### Clock nets, run 1

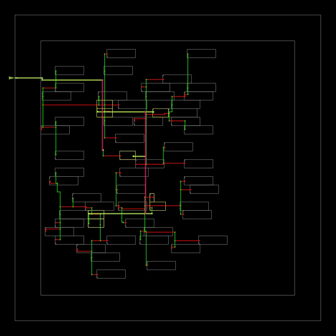
### Cells by drive strength, run 1

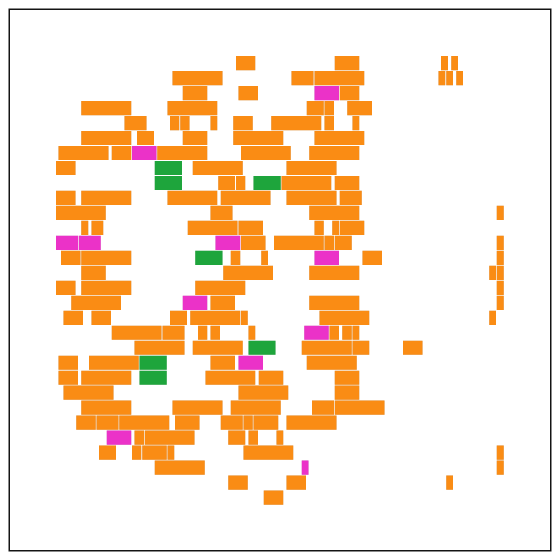
### Selected gate families, run 1

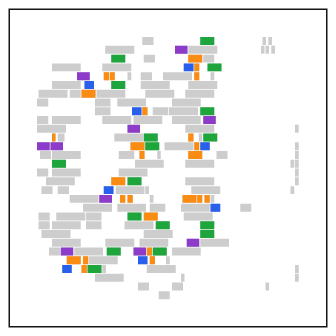
### Placement by cell class, run 1

The bar under the picture is 20 um long. Fill, decap, tap and diode cells in grey.
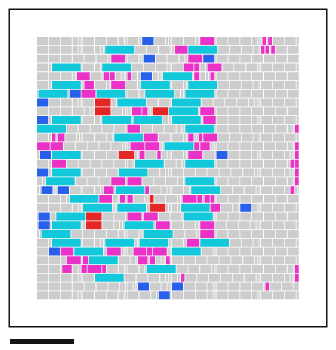
==> config.mk <==
export PLATFORM = sky130hd
export DESIGN_NAME = swi_conditioner
export DESIGN_NICKNAME = d
export VERILOG_FILES = /design/src/rtl/swi_conditioner.sv
export SDC_FILE = /design/constraint.sdc
export NUM_CORES = 1
export LEC_CHECK = 0
export CORE_MARGIN = 8
export CORE_UTILIZATION = 30
export CTS_CLUSTER_SIZE = 20
export DETAILED_ROUTE_END_ITERATION = 10
export PLACE_DENSITY = 0.51
export SLEW_MARGIN = 5
export SYNTH_ARGS = -nofsm -noshare
export SYNTH_HDL_FRONTEND = slang
export SYNTH_SLANG_ARGS = --single-unit
==> constraint.sdc <==
create_clock -name clk_2 -period 4.7 [get_ports clk_2]
set_clock_uncertainty 0.15 [all_clocks]
set_input_delay 0.94 -clock clk_2 [delete_from_list [all_inputs] [get_ports clk_2]]
set_output_delay 0.94 -clock clk_2 [all_outputs]
set_load 0.05 [all_outputs]
==> git commit body, run 1 <==
Add synthesis and place-and-route results

- Total wirelength of the detailed-routed design: 2770 um
- Final tally of max-slew violations: 0
* Clock transition time at the flip-flop clock pins of the worst setup and hold paths: 80 ps
- Number of nets with antenna violations after detailed routing: 0
* Flip-flop and latch count: 51
- Warnings reported by Yosys during synthesis add up to 0.
- Logic inverters: 9
* Net count, final: 191
- Total area of multi-input combinational cells: 646 um2
- Crit path DRT: 3610 ps
- Multiplexer cells account for 5.58% of the synthesized area.
* Setup-failing EPs final: 0
- Fraction of the cycle the final worst path needs: 55.6%
- Worst setup path class: flop to output port
- The global routing report lists met2 layer usage as 11.6%.
- Registers take 1280 um2.
- Leakage power figure: 1.07 nW
- The run finished with clean final reports.
* Post-route minimum period: 2610 ps
* H-Tree Level Count: 2
* Pwr dens: 607 nW/um2
- The chip area line in the Yosys stat output reads 2020 um2.
- In this run the tools logged warnings totalling 26.
- Total DRC errors in the routed layout: 0
* Drt wl/cell: 11.4 um
* Fillers: 634
- Inserted tap cell count: 80
- Yosys adder share: 10.5%
* # Cells Yosys: 138
- Vias in the first global route: 1218
* Final-layout worst hold slack: 203 ps
-- 'Clock nets' (at the start) --
Skew-Pair Late Insertion Delay: 290 ps
clock group power: 0.262 mW
clk sink count: 51
CTS buffer count: 5

-- 'Cells by drive strength' (at the start) --
legend:
  green:
    size: _6 and larger
    cells: 7
    share: 4.3%
  orange:
    size: _0 and _1 cells
    cells: 146
    share: 89%
  magenta:
    size: _2 cells
    cells: 11
    share: 6.7%
Syn-to-layout area delta: 16.2%
layout buffer count excluding clock buffers: 19
PnR worst setup slack: 2090 ps
cell area after layout: 2350 um2

-- 'Selected gate families' (at the start) --
legend:
  orange:
    family: nor cells
    cells: 25
    most_used: nor3_1
  blue:
    family: xor and xnor cells
    cells: 8
    most_used: xnor2_1
  green:
    family: fa/ha/maj cells
    cells: 17
    most_used: ha_1
  purple:
    family: mux cells
    cells: 10
    most_used: mux2_1
most common logic cell in the routed design: dfrtp_1
multi-input gate share of the layout cell area: 27.5%
Cell Count, Final, Fillers Out: 244

-- 'Placement by cell class' (at the start) --
legend:
  blue:
    class: remaining buffers and delay cells
    cells: 19
    share_of_their_area: 8.5%
  red:
    class: clock drivers and dummy loads
    cells: 8
    share_of_their_area: 4.5%
  cyan:
    class: sequential cells
    cells: 51
    share_of_their_area: 57%
  magenta:
    class: combinational and other logic
    cells: 86
    share_of_their_area: 30%
Core Footprint: 6640 um2
sequential share of cell area: 54.4%

-- run 1: cells by family after synthesis --
kind of cell	after synthesis
xor gates and xnor gates	8
muxes	10
other	1
DFF	51
buffers and inverters	25
adders and majority gates	17
and+or+nand+nor	26
-- run 1: where the power goes --
part | internal, mW | leakage, nW | switching [mW] | total [mW]
logic | 0.218 | 0.384 | 0.308 | 0.526
clock network | 0.134 | 0.0515 | 0.127 | 0.262
registers | 0.565 | 0.636 | 0.0717 | 0.637
total | 0.917 | 1.07 | 0.507 | 1.42
-- run 1: stage by stage --
| step | setup slack [ps] | util [%] | cells | cell area, um2 |
|---|---|---|---|---|
| 2_1_floorplan | 2380 | - | 153 | 2080 |
| 6_report | 2090 | 35.3 | 244 | 2350 |
| 4_1_cts | 2070 | 35.3 | 244 | 2350 |
| 3_3_place_gp | 2370 | 33.8 | 236 | 2250 |
| 3_5_place_dp | 2320 | 33.8 | 236 | 2250 |
| 5_1_grt | 2020 | 35.3 | 244 | 2350 |
-- run 1: synthesized netlist by cell type, drive strengths merged --
library cell / n / share of area [%]
nor2: 1 / 0.19
xnor2: 8 / 3.5
nor3b: 8 / 5.0
and2: 1 / 0.31
mux2: 10 / 5.6
ha: 17 / 11
dfrtp: 51 / 63
inv: 9 / 1.7
buf: 16 / 5.9
nor3: 16 / 4.0
conb: 1 / 0.19
-- run 1: placed cells by master (no fill, tap or decap), drive strengths merged --
master / count
nor3b: 8
dfrtp: 51
nor2: 1
ha: 17
xnor2: 8
clkdlybuf4s50: 19
inv: 9
and2: 1
conb: 16
mux2: 10
clkbuf: 8
nor3: 16
-- run 1: routing by layer --
layer / vias to the layer above / share of wire (%)
li1: 478 / -
met1: 514 / 36
met2: 28 / 53
met3: 5 / 8.9
met4: 0 / 2.0
met5: - / 0
==> run 2: changes to the inputs <==
--- a/config.mk
+++ b/config.mk
@@ -9,7 +9,7 @@
 export CORE_UTILIZATION = 30
 export CTS_CLUSTER_SIZE = 20
 export DETAILED_ROUTE_END_ITERATION = 10
-export PLACE_DENSITY = 0.51
+export PLACE_DENSITY = 0.53
 export SLEW_MARGIN = 5
 export SYNTH_ARGS = -nofsm -noshare
 export SYNTH_HDL_FRONTEND = slang
==> constraint.sdc (replaced) <==
create_clock -name clk_2 -period 2.1 [get_ports clk_2]
set_clock_uncertainty 0.15 [all_clocks]
set_input_delay 0.42 -clock clk_2 [delete_from_list [all_inputs] [get_ports clk_2]]
set_output_delay 0.42 -clock clk_2 [all_outputs]
set_load 0.05 [all_outputs]
### Clock nets, run 2

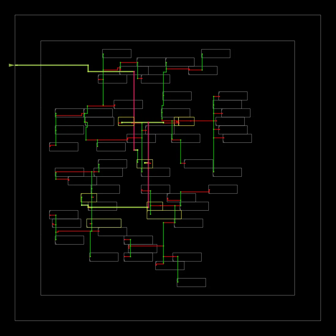
number of clock buffers in the layout: 6
flip-flop and latch count: 51
Skew-Pair Late Insertion Delay: 300 ps

### Cells by drive strength, run 2

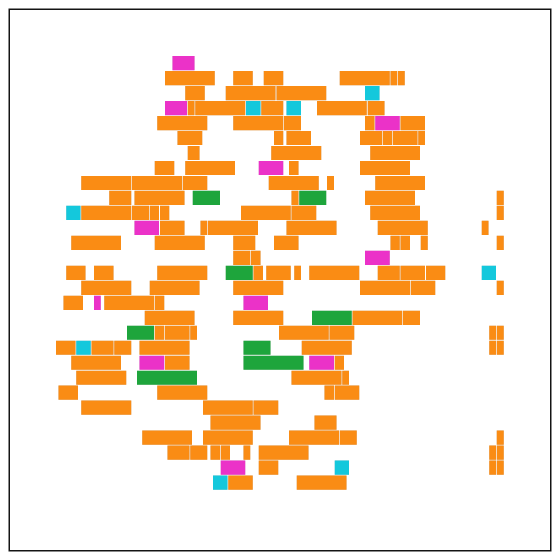
legend:
  magenta:
    size: _2 cells
    cells: 11
    share: 6.7%
  green:
    size: _6 and larger
    cells: 8
    share: 4.8%
  cyan:
    size: _3 and _4 cells
    cells: 8
    share: 4.8%
  orange:
    size: _0 and _1 cells
    cells: 138
    share: 84%
cell area after layout: 2380 um2
layout buffer count excluding clock buffers: 20
PnR worst setup slack: 97.7 ps
Syn-to-layout area delta: 17.8%

==> run 2 against run 1 <==
  * Design area up 1.4%
  * Global-route usage down 0.18 points
  * Critical path depth unchanged
  * Clock power rose to 2.9 times the previous value
  * Power up 130%
  * Non-clock buffer count up 1
  * Combinational power up 120%
  * Sequential share of layout area down 0.74 points
  * Utilization up 0.49 points
  * Sequential power up 120%
  * First-iteration DRC count down 5.9%
  * Flip-flop count unchanged
  * Largest power group unchanged
  * Highest routed layer unchanged
==> git commit body, run 2 <==
Add synthesis and place-and-route results

* Outcome: finished, final reports clean
- H-Tree Level Count: 2
* Switching power total: 1.13 mW
- The script extracted a total leakage power of 1.10 nW.
* Clock transition time at the flip-flop clock pins of the worst setup and hold paths: 90 ps
* Worst setup path class: flop to output port
- Per the cell usage report, the commonest logic cells after layout are dfrtp_1, ha_1, nor3_1, conb_1, clkdlybuf4s50_1.
* Net switching share of the total power: 34.0%
* Portion of total power attributed to the clock network: 23.0%
- Post-route minimum period: 2000 ps
- Vias in the first global route: 1156
* Util after Layout: 35.8%
- Of the post-synthesis cell area, the dominant cell type holds 63.2%.
- The data required time reported for the critical path is 1530 ps.
* Number of nets with antenna violations after detailed routing: 0
* Drt wl/cell: 11.3 um
* Final tally of max-slew violations: 0
* Seq pwr share: 42.7%
- Total DRC errors in the routed layout: 0
* Main area contributors: dfrtp_1, ha_1, buf_4
- Setup-failing EPs final: 0
- Summing all multiplexer cells gives an area fraction of 5.58%.
### Placement by cell class, run 2

The bar under the picture is 20 um long. Fill, decap, tap and diode cells in grey.
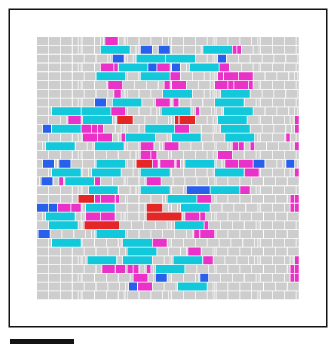
legend:
  cyan:
    class: sequential cells
    cells: 51
    share_of_their_area: 56%
  red:
    class: clock drivers and dummy loads
    cells: 8
    share_of_their_area: 5.8%
  magenta:
    class: combinational and other logic
    cells: 86
    share_of_their_area: 30%
  blue:
    class: remaining buffers and delay cells
    cells: 20
    share_of_their_area: 8.3%
num rows: 30
sequential share of cell area: 53.7%

-- run 2: cell counts after synthesis --
Identical to the previous run, type by type.
-- run 2: worst register-to-register path: cells and delay by family, from the launching register on --
kind / cells / cell delay, ps
fa+ha+maj: 2 / 450
mux: 1 / 320
flops: 1 / 400
-- run 2: cell type report --
| class | instances | area (um2) |
|---|---|---|
| clock buffers | 6 | 72.6 |
| clock inverters | 2 | 60.1 |
| fillers | 626 | 4270 |
| inverters | 9 | 33.8 |
| multi-input cells | 77 | 646 |
| flip-flops and latches | 51 | 1280 |
| well taps | 80 | 100 |
| repair buffers | 20 | 190 |
-- run 2: layer usage --
| metal | vias up | part of all wire, % | track usage [%] |
|---|---|---|---|
| li1 | 480 | - | - |
| met3 | 5 | 8.7 | 3.56 |
| met4 | 0 | 1.9 | 2.88 |
| met5 | - | 0 | 0 |
| met2 | 29 | 53 | 11.6 |
| met1 | 498 | 36 | 5.88 |
-- run 2: logic make-up after synthesis --
group	Yosys count
buffers and inverters	25
AND/OR/NAND/NOR	26
multiplexers	10
XOR/XNOR	8
flip-flops	51
other	1
adder cells (fa/ha/maj)	17
-- run 2: power by group through the flow --
stage                     sequential [mW]  combinational [mW]  clock, mW
after floorplan                      1.70               0.612          0
after global placement               1.43                1.10          0
after detailed placement             1.45                1.17          0
after CTS                            1.43                1.17      0.801
after global routing                 1.46                1.27      0.841
final                                1.42                1.14      0.768
-- run 2: through the flow --
stage                     area, um2  cells  worst slack, ps
after detailed placement       2250    237              408
after global routing           2380    245             34.2
final                          2380    245             97.7
after global placement         2250    237              428
after floorplan                2080    153              300
after CTS                      2380    245             66.6
Power figures rest on the tool's default switching activity, not on a simulated workload.
